### config.mk
export PLATFORM = sky130hd
export DESIGN_NAME = mod_id_ex_register
export DESIGN_NICKNAME = d
export VERILOG_FILES = /design/src/rtl/mod_id_ex_register_pkg.sv /design/src/rtl/mod_id_ex_register_hazard.sv /design/src/rtl/mod_id_ex_register.sv
export SDC_FILE = /design/constraint.sdc
export NUM_CORES = 1
export LEC_CHECK = 0
export CORE_UTILIZATION = 30
export CTS_BUF_LIST = sky130_fd_sc_hd__clkbuf_8
export DETAILED_ROUTE_END_ITERATION = 8
export SLEW_MARGIN = 20
export SYNTH_ARGS = -nofsm -noshare
export SYNTH_HDL_FRONTEND = slang
export SYNTH_SLANG_ARGS = --single-unit
### constraint.sdc
create_clock -name i_clock -period 2.2 [get_ports i_clock]
set_input_delay 0.22 -clock i_clock [delete_from_list [all_inputs] [get_ports i_clock]]
set_output_delay 0.22 -clock i_clock [all_outputs]
set_load 0.1 [all_outputs]
### src/rtl/mod_id_ex_register_pkg.sv
// -----------------------------------------------------------------------------
// mod_id_ex_register_pkg
// Shared definitions for the 18-bit pipeline control word: bit positions of
// every control field, multi-bit field widths and the all-zero bubble word.
// Imported by the control unit, the ID/EX register and the EX/MEM register.
// -----------------------------------------------------------------------------
package mod_id_ex_register_pkg;

   localparam int CTRL_W = 18;

   // Single-bit control positions, MSB first
   localparam int CTRL_REG_DST     = 17;
   localparam int CTRL_MEM_TO_REG  = 16;
   localparam int CTRL_MEM_READ    = 15;
   localparam int CTRL_BRANCH      = 14;
   localparam int CTRL_MEM_WRITE   = 13;
   localparam int CTRL_ALU_OP_HI   = 12;   // alu_op occupies 12..10
   localparam int CTRL_ALU_SRC     = 9;
   localparam int CTRL_REG_WRITE   = 8;
   localparam int CTRL_SHIFT_SRC   = 7;
   localparam int CTRL_JMP_SRC     = 6;
   localparam int CTRL_JRETURN_DST = 5;
   localparam int CTRL_EQ_OR_NE    = 4;
   localparam int CTRL_DATA_MASK_HI = 3;   // data_mask occupies 3..2
   localparam int CTRL_IS_UNSIGNED = 1;
   localparam int CTRL_JMP_OR_BRCH = 0;

   localparam int NB_ALU_OP = 3;
   localparam int NB_MASK   = 2;

   // A bubble carries no side effect anywhere downstream
   localparam logic [CTRL_W-1:0] BUBBLE = 18'b0;

endpackage

### src/rtl/mod_id_ex_register_hazard.sv
// -----------------------------------------------------------------------------
// mod_hazard_detect
// Purely combinational load-use hazard detector. Flags when the instruction
// in EX is a valid load whose destination (rt, never $0) is read by the
// instruction currently in decode.
// Ports:
//   i_ex_valid     EX slot holds a real instruction
//   i_ex_mem_read  EX instruction is a load
//   i_ex_rt_addr   load destination register
//   i_id_rs_addr   decode source register rs
//   i_id_rt_addr   decode source register rt
//   o_hazard       stall request
// -----------------------------------------------------------------------------
module mod_hazard_detect #(
   parameter int NB_ADDR = 5
) (
   input  logic               i_ex_valid,
   input  logic               i_ex_mem_read,
   input  logic [NB_ADDR-1:0] i_ex_rt_addr,
   input  logic [NB_ADDR-1:0] i_id_rs_addr,
   input  logic [NB_ADDR-1:0] i_id_rt_addr,
   output logic               o_hazard
);

   logic dst_nonzero;
   logic addr_match;

   assign dst_nonzero = (i_ex_rt_addr != '0);
   assign addr_match  = (i_ex_rt_addr == i_id_rs_addr) |
                        (i_ex_rt_addr == i_id_rt_addr);
   assign o_hazard    = i_ex_valid & i_ex_mem_read & dst_nonzero & addr_match;

endmodule

### src/rtl/mod_id_ex_register.sv
// -----------------------------------------------------------------------------
// mod_id_ex_register
// ID/EX pipeline register. Latches the decode control word, operands,
// immediate, PC and register addresses, and presents the control word to EX
// as named slices. Also raises the combinational load-use hazard that stalls
// PC/IF-ID and nulls the control unit.
// Ports:
//   i_clock, i_reset (async, active low)
//   i_enable   0 freezes all state (debug step)
//   i_flush    taken branch/jump in EX: next entry is a bubble
//   i_control, i_valid, i_pc, i_rs_data, i_rt_data, i_imm, i_shamt,
//   i_rs_addr, i_rt_addr, i_rd_addr   decode-stage inputs
//   o_hazard   combinational load-use hazard
//   o_valid and registered copies of all fields; control bits as slices
// Valid semantics: o_valid=1 marks the EX slot as a real instruction; a slot
// with o_valid=0 always carries an all-zero control word, so it can never
// write state or raise a hazard.
// -----------------------------------------------------------------------------
module mod_id_ex_register
   import mod_id_ex_register_pkg::*;
#(
   parameter int NB_DATA    = 32,
   parameter int NB_ADDR    = 5,
   parameter int NB_CONTROL = 18
) (
   input  logic                  i_clock,
   input  logic                  i_reset,
   input  logic                  i_enable,
   input  logic                  i_flush,
   input  logic [NB_CONTROL-1:0] i_control,
   input  logic                  i_valid,
   input  logic [NB_DATA-1:0]    i_pc,
   input  logic [NB_DATA-1:0]    i_rs_data,
   input  logic [NB_DATA-1:0]    i_rt_data,
   input  logic [NB_DATA-1:0]    i_imm,
   input  logic [4:0]            i_shamt,
   input  logic [NB_ADDR-1:0]    i_rs_addr,
   input  logic [NB_ADDR-1:0]    i_rt_addr,
   input  logic [NB_ADDR-1:0]    i_rd_addr,
   output logic                  o_hazard,
   output logic                  o_valid,
   output logic [NB_DATA-1:0]    o_pc,
   output logic [NB_DATA-1:0]    o_rs_data,
   output logic [NB_DATA-1:0]    o_rt_data,
   output logic [NB_DATA-1:0]    o_imm,
   output logic [4:0]            o_shamt,
   output logic [NB_ADDR-1:0]    o_rs_addr,
   output logic [NB_ADDR-1:0]    o_rt_addr,
   output logic [NB_ADDR-1:0]    o_rd_addr,
   output logic                  o_reg_dst,
   output logic                  o_mem_to_reg,
   output logic                  o_mem_read,
   output logic                  o_branch,
   output logic                  o_mem_write,
   output logic [NB_ALU_OP-1:0]  o_alu_op,
   output logic                  o_alu_src,
   output logic                  o_reg_write,
   output logic                  o_shift_src,
   output logic                  o_jmp_src,
   output logic                  o_jreturn_dst,
   output logic                  o_eq_or_ne,
   output logic [NB_MASK-1:0]    o_data_mask,
   output logic                  o_is_unsigned,
   output logic                  o_jmp_or_brch
);

   logic [NB_CONTROL-1:0] ctrl_q;
   logic                  bubble;

   mod_hazard_detect #(
      .NB_ADDR (NB_ADDR)
   ) u_hazard (
      .i_ex_valid    (o_valid),
      .i_ex_mem_read (o_mem_read),
      .i_ex_rt_addr  (o_rt_addr),
      .i_id_rs_addr  (i_rs_addr),
      .i_id_rt_addr  (i_rt_addr),
      .o_hazard      (o_hazard)
   );

   // Flush and hazard produce the same bubble; flush simply also covers it
   assign bubble = i_flush | o_hazard;

   always_ff @(posedge i_clock or negedge i_reset) begin
      if (!i_reset) begin
         ctrl_q    <= NB_CONTROL'(BUBBLE);
         o_valid   <= 1'b0;
         o_pc      <= '0;
         o_rs_data <= '0;
         o_rt_data <= '0;
         o_imm     <= '0;
         o_shamt   <= '0;
         o_rs_addr <= '0;
         o_rt_addr <= '0;
         o_rd_addr <= '0;
      end else if (i_enable) begin
         if (bubble) begin
            ctrl_q    <= NB_CONTROL'(BUBBLE);
            o_valid   <= 1'b0;
            o_pc      <= '0;
            o_rs_data <= '0;
            o_rt_data <= '0;
            o_imm     <= '0;
            o_shamt   <= '0;
            o_rs_addr <= '0;
            o_rt_addr <= '0;
            o_rd_addr <= '0;
         end else begin
            // An empty decode slot must not carry live control bits
            ctrl_q    <= i_valid ? i_control : NB_CONTROL'(BUBBLE);
            o_valid   <= i_valid;
            o_pc      <= i_pc;
            o_rs_data <= i_rs_data;
            o_rt_data <= i_rt_data;
            o_imm     <= i_imm;
            o_shamt   <= i_shamt;
            o_rs_addr <= i_rs_addr;
            o_rt_addr <= i_rt_addr;
            o_rd_addr <= i_rd_addr;
         end
      end
   end

   assign o_reg_dst     = ctrl_q[CTRL_REG_DST];
   assign o_mem_to_reg  = ctrl_q[CTRL_MEM_TO_REG];
   assign o_mem_read    = ctrl_q[CTRL_MEM_READ];
   assign o_branch      = ctrl_q[CTRL_BRANCH];
   assign o_mem_write   = ctrl_q[CTRL_MEM_WRITE];
   assign o_alu_op      = ctrl_q[CTRL_ALU_OP_HI -: NB_ALU_OP];
   assign o_alu_src     = ctrl_q[CTRL_ALU_SRC];
   assign o_reg_write   = ctrl_q[CTRL_REG_WRITE];
   assign o_shift_src   = ctrl_q[CTRL_SHIFT_SRC];
   assign o_jmp_src     = ctrl_q[CTRL_JMP_SRC];
   assign o_jreturn_dst = ctrl_q[CTRL_JRETURN_DST];
   assign o_eq_or_ne    = ctrl_q[CTRL_EQ_OR_NE];
   assign o_data_mask   = ctrl_q[CTRL_DATA_MASK_HI -: NB_MASK];
   assign o_is_unsigned = ctrl_q[CTRL_IS_UNSIGNED];
   assign o_jmp_or_brch = ctrl_q[CTRL_JMP_OR_BRCH];

endmodule
Figure 1. Floorplan with the power grid.
Bar = 50 um. Pins as bars on the die edge. Tap cells in grey.
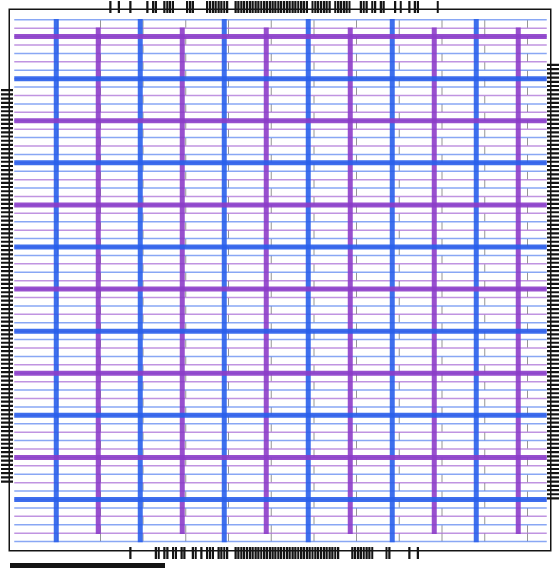
purple -> VDD
blue -> VSS
met5 straps = 12
tap cells = 384
rows = 62
met4 straps = 12
die y size: 175 um
maximum vdd drop: 0.470 mV
core region area: 0.0290 mm2

Figure 2. Cells coloured by class.
Bar = 50 um.
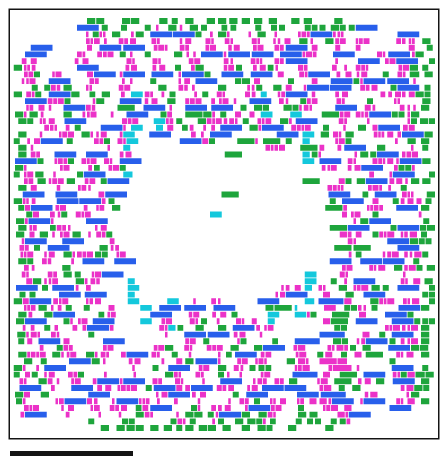
magenta -> remaining logic cells  # cells 799, share of their area 35%
green -> remaining buffers and delay cells  # cells 375, share of their area 28%
blue -> registers  # cells 167, share of their area 34%
cyan -> clock drivers and dummy loads  # cells 32, share of their area 3.0%
row count: 62
final instance area: 0.0129 mm2

==> job_summary.md <==
## PnR job results

| Metric | Value |
|---|---|
| Routed wire length per instance | 16.8 um |
| Logic area | about 0.0043 mm2 |
| CP Launch Type | flip-flop |
| Vias | 8770 |
| Clock transition at path regs | 0.11 ns |
| Area Growth Syn to Fin | 44.1% |
| Worst r2r path cells | 7 |
| TritonRoute pass-1 iters | 5 |
| CP endpoint | o_hazard |
| Reg2reg end | ctrl_q[7]$_DFFE_PN0P_ |
| Post-Synth XOR/XNOR Area | 0.981% |
| Clock root buffer | clkbuf_8 |
| Pwr Density | 877 mW/mm2 |
| Worst hold path type | input pin to asynchronous set/reset pin |
| Adders+Majority by Area | 0% |
| CP endpoint kind | output port |
| First DRT Iteration DRCs | 487 |
| Violated checks | setup timing |
| OpenROAD warnings | 28 |
| Worst Tran Pin Value | 0.468 ns |
| Layout cell share with drive strength beyond 1 | 28.2% |
| Chip Area | 0.0305 mm2 |
| Post-synth seq share | 46.8% |
| Setup TNS Final | -0.0616 ns |
| Met2 routed WL | 13.7 mm |
| Drt total wl | 29.5 mm |
| Largest area contributor in the netlist | dfrtp_1 |
| Post-Synthesis Cells | 1073 |
| Run status | finished with violations |
| WP data required | around 2.0 ns |
| Post-synth EDFFs | 0 |
| RSZ-0062 raised after global routing | yes |
| CTS H-tree depth | 4 |
| CTS tree | done |
| Setup bufs post-CTS | 6 |
| Commonest cells post-synth | nand2_1, dfrtp_1, nor2_1, a22oi_1, or2_2 |
| Max-cap viol count | 0 |
| Synth Warn # | 0 |
| Final net count | 1531 |
| Simple share | 22.9% |
| Unique cell types | 20 |
| Critical R2R Launch | o_rt_addr[4]$_DFFE_PN0P_ |
| Die width | 175 um |
| Vias per inst | about 5.0 |
| FF/Latch Area | between 0.004 and 0.005 mm2 |
| Setup Crit Path Kind | flip-flop to output port |
| Nets at Floorplan | approximately 1.2k |
| Synth top area cells | dfrtp_1, a22oi_1, or2_2 |
| CTS sink cnt | approximately 170 |
| AO/OA Area Share | 24.0% |
| Placed Cells | 1717 |
| CP arrival | between 2 and 2.5 ns |
| Antenna viol nets, final | 0 |
| Top-count cell post-synth | nand2_1 |
| Final Hold Vio Count | 0 |
| Hold_buf cts | 1 |
| Leakage | 5.51 nW |
| Slew HR | a little under 70% |
| Yosys stat chip area | around 0.0089 mm2 |
| Largest family of logic cells by area | AND-OR/OR-AND gates |
| Inserted Clock Buffers | 17 |
| R2R setup slack | 0.02 ns |
| Setup WS post-layout | -0.0616 ns |
| Setup violators final | 1 |
| Number of synthesized register bits | 167 |
| Post-DP HPWL | just under 20 mm |
| Layout Utilization | between 40% and 50% |
| Ys flop type | dfrtp_1 |
| Post-CTS sizing | 1 |
| Fin. max-slew vios | 0 |
| Total global routing overflow | 0 |
Figure 3. Clock wires, drivers and flops.
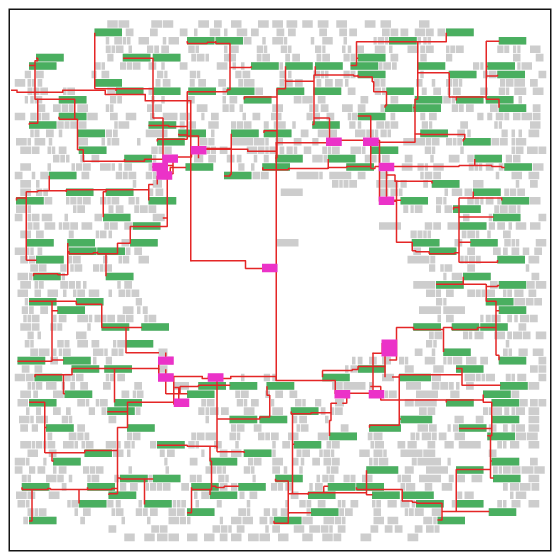
magenta -> clock-net drivers  # count 17
red -> clock wires  # length 2520 um
green -> flip-flops  # count 167
flops lie = all over the die
Late-Pin Clk Latency: 0.45 ns
clock skew: 0.0203 ns

## per-layer routing
layer / vias up / track usage [%]
met2: 289 / 30.6
met3: 16 / 6.04
met4: 0 / 3.66
li1: 4259 / -
met5: - / 0
met1: 4206 / 25.8
## power breakdown
part / switching (mW) / internal [mW] / total, mW
Clock: 1.33 / 0.880 / 2.21
Sequential: 0.253 / 3.47 / 3.73
Combinational: 4.04 / 1.30 / 5.34
## worst max-delay path: stages, from the launching register on
cell and delay [ns]:
dfrtp_4 0.52, or4_4 0.53, o211ai_4 0.21, buf_12 0.13, nor2b_4 0.04, buf_12 0.16
## metrics by stage
step,power (mW),instance area (um2)
2_1_floorplan,7.61,8950
3_3_place_gp,9.10,12400
3_5_place_dp,9.13,12400
4_1_cts,11.4,12900
5_1_grt,11.8,12900
6_report,11.3,12900
## placed cells by master, fill, tap and decap left out
cell	instances
clkbuf_8	19
o22ai_4	1
or2_2	138
clkinvlp_4	1
o21ai_1	102
o211ai_4	1
nor2_2	1
nand2_1	169
nand3_1	2
o21ai_0	65
dlygate4sd3_1	1
buf_4	186
inv_8	2
clkdlybuf4s50_1	167
nor2b_4	1
clkinv_4	5
buf_12	19
xnor2_1	10
buf_6	2
inv_6	5
inv_1	2
a22oi_1	139
dfrtp_1	162
a32oi_1	28
nor2_1	139
or4_4	1
dfrtp_4	5
## area by class of cell
cell class              instances  share of cell area (%)
inverters                       2                  0.0973
clock buffers                  19                    2.03
repair buffers                375                    27.1
well taps                     384                    3.74
clock inverters                13                   0.876
multi-input cells             797                    33.5
flip-flops and latches        167                    32.6
## state kept, by name, indices dropped and copies added (netlist names)
name       flops
ctrl_q        18
o_imm         32
o_pc          32
o_rd_addr      5
o_rs_addr      5
o_rs_data     32
o_rt_addr      5
o_rt_data     32
o_shamt        5
o_valid        1
No activity file was given, so power comes from the tool's default toggle rates.
